`config.mk`:
```
export PLATFORM = sky130hd
export DESIGN_NAME = scan_mux
export DESIGN_NICKNAME = d
export VERILOG_FILES = /design/src/rtl/scan_mux_pkg.sv /design/src/rtl/next_ch_find.sv /design/src/rtl/scan_mux.sv
export SDC_FILE = /design/constraint.sdc
export NUM_CORES = 1
export LEC_CHECK = 0
export CAP_MARGIN = 20
export CORE_MARGIN = 5
export CORE_UTILIZATION = 54
export DETAILED_ROUTE_END_ITERATION = 7
export PLACE_DENSITY = 0.86
export SYNTH_ARGS = -nofsm -noshare
export SYNTH_HDL_FRONTEND = slang
export SYNTH_SLANG_ARGS = --single-unit
```
`constraint.sdc`:
```
create_clock -name clk -period 7.4 [get_ports clk]
set_input_delay 1.48 -clock clk [delete_from_list [all_inputs] [get_ports clk]]
set_output_delay 1.48 -clock clk [all_outputs]
set_load 0.01 [all_outputs]
```
`src/rtl/scan_mux_pkg.sv`:
```
// Shared types for the scan_mux block: controller states and mode encodings.
package scan_mux_pkg;

  typedef enum logic [1:0] {
    IDLE   = 2'd0,
    MANUAL = 2'd1,
    SCAN   = 2'd2
  } state_t;

  localparam logic MODE_MANUAL = 1'b0;
  localparam logic MODE_SCAN   = 1'b1;

endpackage

```
`src/rtl/next_ch_find.sv`:
```
// Combinational search for the next set mask bit strictly above cur, wrapping to the lowest set bit.
module next_ch_find
  import scan_mux_pkg::*;
#(
  parameter int NCH = 16,
  localparam int SELW = $clog2(NCH)
) (
  input  logic [NCH-1:0]  mask,
  input  logic [SELW-1:0] cur,
  output logic [SELW-1:0] nxt,
  output logic            wrapped,
  output logic            none
);

  logic [SELW-1:0] lo_ch;
  logic [SELW-1:0] hi_ch;
  logic            hi_found;

  // Descending walk so the last hit in each class is the lowest qualifying index.
  always_comb begin
    lo_ch    = '0;
    hi_ch    = '0;
    hi_found = 1'b0;
    for (int k = NCH - 1; k >= 0; k--) begin
      if (mask[k]) begin
        lo_ch = SELW'(k);
        if (k > int'(cur)) begin
          hi_ch    = SELW'(k);
          hi_found = 1'b1;
        end
      end
    end
  end

  always_comb begin
    none    = (mask == '0);
    nxt     = hi_found ? hi_ch : lo_ch;
    wrapped = !hi_found && !none;
  end

endmodule

```
`src/rtl/scan_mux.sv`:
```
// Registered N-channel mux with manual select and masked auto-scan (dwell counter, wrap pulse).
// Outputs are registered one cycle after the selecting input; scan data is re-sampled every cycle.
module scan_mux
  import scan_mux_pkg::*;
#(
  parameter int NCH   = 16,
  parameter int WIDTH = 1,
  parameter int DWELL = 1,
  localparam int SELW = $clog2(NCH)
) (
  input  logic                 clk,
  input  logic                 rst,
  input  logic [NCH*WIDTH-1:0] din,
  input  logic [SELW-1:0]      sel,
  input  logic                 mode,
  input  logic                 en,
  input  logic [NCH-1:0]       mask,
  output logic [WIDTH-1:0]     dout,
  output logic [SELW-1:0]      ch_out,
  output logic                 dout_valid,
  output logic                 wrap
);

  localparam int CNTW = (DWELL > 1) ? $clog2(DWELL) : 1;

  state_t          state, state_nxt;
  logic [SELW-1:0] cur, cur_d;
  logic [CNTW-1:0] cnt, cnt_d;
  logic            wrap_pend, wrap_pend_d;
  logic            restart, restart_d;
  logic [WIDTH-1:0] dout_d;
  logic [SELW-1:0] ch_out_d;
  logic            valid_d, wrap_d;

  logic [SELW-1:0] low_ch, adv_ch, eff;
  logic [CNTW-1:0] eff_cnt;
  logic            eff_wp, low_none, low_wrapped, adv_wrapped, adv_none;
  logic            unused_flags;

  function automatic logic [WIDTH-1:0] pick(input logic [NCH*WIDTH-1:0] d,
                                            input logic [SELW-1:0] idx);
    logic [WIDTH-1:0] r;
    r = '0;
    for (int k = 0; k < NCH; k++) begin
      if (idx == SELW'(k)) r = d[k*WIDTH +: WIDTH];
    end
    return r;
  endfunction

  next_ch_find #(.NCH(NCH)) u_find_low (
    .mask    (mask),
    .cur     (SELW'(NCH - 1)),
    .nxt     (low_ch),
    .wrapped (low_wrapped),
    .none    (low_none)
  );

  // After entry or an all-zero mask, the scan resumes from the lowest set bit in the same cycle.
  always_comb begin
    eff     = restart ? low_ch : cur;
    eff_cnt = restart ? '0 : cnt;
    eff_wp  = restart ? 1'b0 : wrap_pend;
  end

  next_ch_find #(.NCH(NCH)) u_find_adv (
    .mask    (mask),
    .cur     (eff),
    .nxt     (adv_ch),
    .wrapped (adv_wrapped),
    .none    (adv_none)
  );

  assign unused_flags = low_wrapped ^ adv_none;

  always_ff @(posedge clk) begin
    if (rst) begin
      state      <= IDLE;
      cur        <= '0;
      cnt        <= '0;
      wrap_pend  <= 1'b0;
      restart    <= 1'b0;
      dout       <= '0;
      ch_out     <= '0;
      dout_valid <= 1'b0;
      wrap       <= 1'b0;
    end else begin
      state      <= state_nxt;
      cur        <= cur_d;
      cnt        <= cnt_d;
      wrap_pend  <= wrap_pend_d;
      restart    <= restart_d;
      dout       <= dout_d;
      ch_out     <= ch_out_d;
      dout_valid <= valid_d;
      wrap       <= wrap_d;
    end
  end

  always_comb begin
    if (!en)                    state_nxt = IDLE;
    else if (mode == MODE_SCAN) state_nxt = SCAN;
    else                        state_nxt = MANUAL;
  end

  always_comb begin
    dout_d      = dout;
    ch_out_d    = ch_out;
    valid_d     = 1'b0;
    wrap_d      = 1'b0;
    cur_d       = cur;
    cnt_d       = '0;
    wrap_pend_d = wrap_pend;
    restart_d   = restart;
    case (state_nxt)
      MANUAL: begin
        ch_out_d = sel;
        if (int'(sel) < NCH) begin
          dout_d  = pick(din, sel);
          valid_d = 1'b1;
        end else begin
          dout_d = '0;
        end
      end
      SCAN: begin
        if (state != SCAN) begin
          cur_d       = low_ch;
          wrap_pend_d = 1'b0;
          restart_d   = 1'b1;
        end else if (low_none) begin
          cnt_d     = cnt;
          restart_d = 1'b1;
        end else begin
          dout_d    = pick(din, eff);
          ch_out_d  = eff;
          valid_d   = mask[eff];
          // A pass start on a channel masked mid-dwell is not announced.
          wrap_d    = eff_wp && mask[eff];
          restart_d = 1'b0;
          if (eff_cnt == CNTW'(DWELL - 1)) begin
            cur_d       = adv_ch;
            wrap_pend_d = adv_wrapped;
          end else begin
            cur_d       = eff;
            cnt_d       = eff_cnt + 1'b1;
            wrap_pend_d = 1'b0;
          end
        end
      end
      default: ;
    endcase
  end

endmodule

```
run_1/layer_met1.png
Drawn at 6 px/um. Supply wires on this layer in grey.
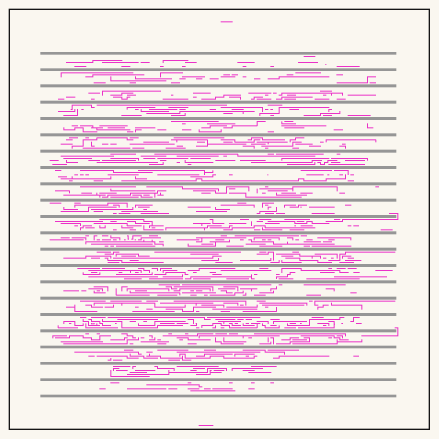
wire length on this layer	2420 um
longest straight run	21.6 um
share of all routed wire	42%
main direction	horizontal
vias: 2178
WL final: 5.71 mm

run_1/congestion.png
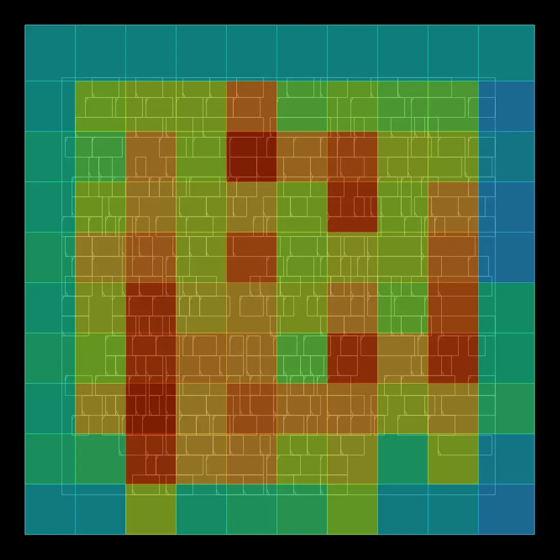
WL/cell: 17.4 um
met3 Use GR: 4.49%
met1 usage in global routing: 30.5%
post-layout util: 69.9%
busiest grt layer: met2

run_1/wires.png
Drawn at 6 px/um. Two of the layers only.
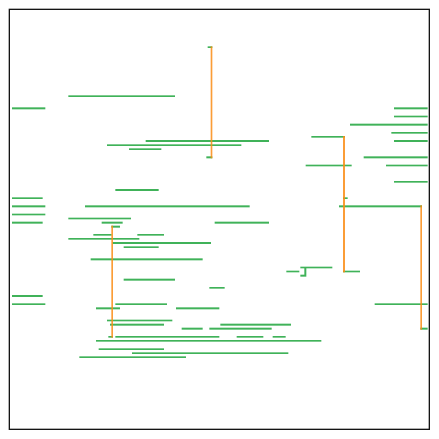
colour	layer	wire length
orange	metal 4	79.6 um
green	metal 3	509 um
overall routing resource usage: 22.7%

run 1: synth_stat cells (5+ instances only):
cell type	instances	area share, %
nor2_1	28	5.4
nand2_1	24	4.7
mux2i_1	16	8.3
dfxtp_1	15	16
o21ai_0	13	3.4
a21oi_1	9	2.3
a211oi_1	7	2.7
and2_1	6	1.9
clkbuf_1	6	1.2
inv_1	6	1.2
o22ai_1	6	1.9
a22oi_1	5	1.9
mux4_2	5	5.8
nand3_1	5	1.3
nor3_1	5	1.3
run 1: final cells by class:
cell class                 count  area [um^2]  area share (%)
tap                           46         57.6            2.43
sequential                    15          300            12.7
inverter                       6         22.5           0.950
timing repair buffer          46          460            19.4
clock buffer                   4         26.3            1.11
multi-input combinational    212         1500            63.4
==> qor.yml, run 1 <==
layout.cells.most_common: "clkdlybuf4s50_1"
rsz0062_at_grt: "no"
r2r_setup_slack_ns: 4.28
postCtsSetupBuffers: 0
critPathArrivalTime_ns: 5.03
dp.cells: 325
finalNetCount: 324
status: "completed"
critPathMaxStageDelay_ns: 0.76
flop_cell: "dfxtp_1"
die_y_um: 69.8
syn_inst: 249
whs_ns: 0.492
fin_cells: 329
reg2reg_depth: 9
topCombFamilyByArea: "AND-OR/OR-AND gates"
power.group.top: "combinational logic"
simple_gate_area_share_pct: 28.3
cp_slowest_cell: "a222oi_1"
final_cell_mix: "clkdlybuf4s50_1, nor2_1, nand2_1, mux2i_1, dfxtp_1"
final.setup.tns_ns: 0
io_buffers: 46
comb-power_mw: 0.111
internal-power_mw: 0.159
cts_resized: 0
syn_nets: 289
synth_warnings: 0
synth-edff-count: 0
rows: 21
maxCapViolCount: 0
switching_share_pct: 35.5
ys_ff: 15
p_comb_share_pct: 45.2
drive_above_1_share_pct: 9.89
antennaDiodeCount: 0
worstHoldEndpoint: "wrap"
cts_max_path_buffers: 2
grt_pass1_vias: 1956
die_w_um: 69.8
tool_warnings: 26
wl_met1_mm: 2.42
finalWorstSetupSlack_ns: 2.53
fp_util_pct: 56.9
ys_seq_share_pct: 15.6
p_total_mw: 0.246
start_kind: "input pin"
core_area_um2: 3390
run_1/logic_types.png
Drawn at 6 px/um.
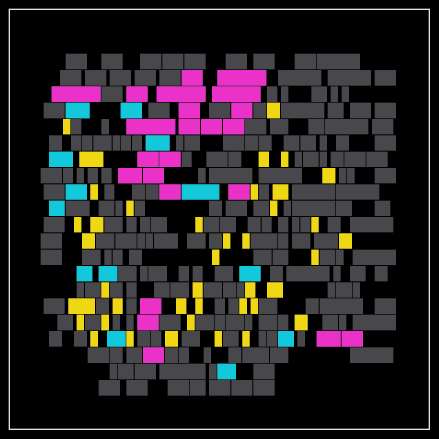

==> run 2, diff against run 1 <==
CORE_UTILIZATION = 50   (was 54)
PLACE_DENSITY = 0.81   (was 0.86)
clock period = 4.62 ns   (was 7.4 ns; I/O delays follow)
run_2/logic_types.png
Drawn at 6 px/um.
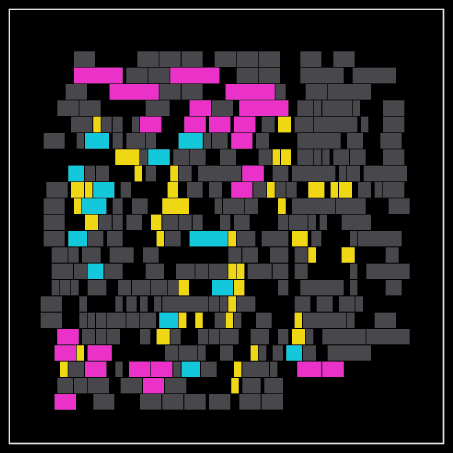
colour	family	cells	most used
yellow	NAND gates	40	nand2_1
cyan	AND-OR and OR-AND gates	13	a21o_1
magenta	multiplexers	23	mux2i_1
final cell count without fillers: 339
Commonest Layout Cell: clkdlybuf4s50_1
logic share of the area: 61.3%

run_2/detail.png
Region (21, 35) to (51, 65) um. Cells in grey, sequential cells in the stronger grey; small squares are vias.
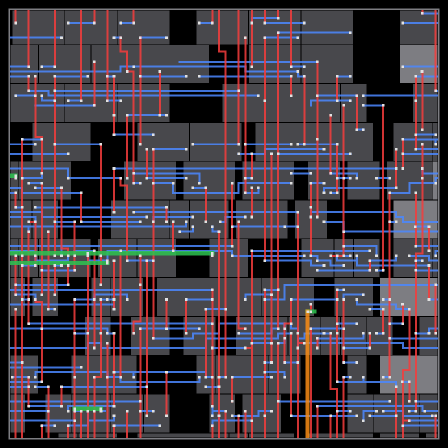
colour	layer
green	metal 3
red	metal 2
blue	metal 1
orange	metal 4
sequential cells in the window	2
netlist names of flops here include	cur (2)
most frequent	clkdlybuf4s50_1 (15), mux2i_1 (8), nand2_1 (5)
cells with their middle in the window	75

run_2/layer_met1.png
Drawn at 4 px/um. Supply wires on this layer in grey.
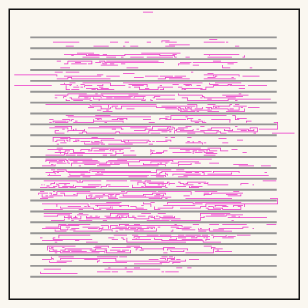
share of all routed wire	45%
main direction	horizontal
wire length on this layer	2600 um
longest straight run	23.5 um
nets with wire on the layer	298
met1 usage in global routing: 30.0%
vias: 2146

==> run 2 against run 1 <==
Hold slack worse by 0.013 ns; critical path depth stayed put; non-clock buffer count rose by 8; critical path type unchanged; clock-buffer cell count unchanged; final cell count is 3.0% higher; flip-flop count stayed put; register-to-register slack got worse by 2.5 ns; area after synthesis unchanged.
==> qor.yml, run 2 <==
status: "completed"
dp.cells: 335
finalNetCount: 332
syn_nets: 289
rsz0062_at_grt: "no"
ys_ff: 15
critPathArrivalTime_ns: 4.05
most_common_cell: "nor2_1"
wire_per_inst_um: 17.2
top_cell_area_share_pct: 15.6
worstHoldEndpoint: "wrap"
synthTopCellsByCount: "nor2_1, nand2_1, mux2i_1"
fp_util_pct: 52.3
r2r_setup_slack_ns: 1.76
antennaDiodeCount: 0
internal-power_mw: 0.287
postCtsSetupBuffers: 0
die_w_um: 72.1
p_total_mw: 0.429
final_cell_mix: "clkdlybuf4s50_1, nor2_1, nand2_1, mux2i_1, dfxtp_1"
grt_use_total_pct: 21.9
cts_max_path_buffers: 2
drive_above_1_share_pct: 12.4
final_core_util_pct: 66.5
cp_slowest_cell: "or4_4"
finalWorstSetupSlack_ns: 0.733
grt_pass1_vias: 1940
tool_warnings: 26
topCombFamilyByArea: "AND-OR/OR-AND gates"
maxCapViolCount: 0
synth-edff-count: 0
synth_warnings: 0
wl_met1_mm: 2.60
final.setup.tns_ns: 0
## run 2: worst register-to-register path: stages, from the launching register on
cell     delay [ns]
dfxtp_1        0.54
inv_1          0.18
o21a_1         0.25
a21oi_2        0.19
nand2_1        0.16
or3_4          0.43
a221o_1        0.38
nor4_2         0.38
nand2_1        0.10
a31oi_1        0.18
## run 2: final cells by class
| class | count | area, um^2 |
|---|---|---|
| fill | 329 | 1240 |
| inverter | 6 | 22.5 |
| timing repair buffer | 54 | 520 |
| sequential | 15 | 300 |
| multi-input combinational | 212 | 1500 |
| tap | 48 | 60.1 |
| clock buffer | 4 | 45.0 |
## run 2: per-layer routing
layer	vias up	GRT usage (%)
li1	1065	-
met1	985	30.0
met2	90	36.5
met3	6	2.77
met4	0	5.01
met5	-	0
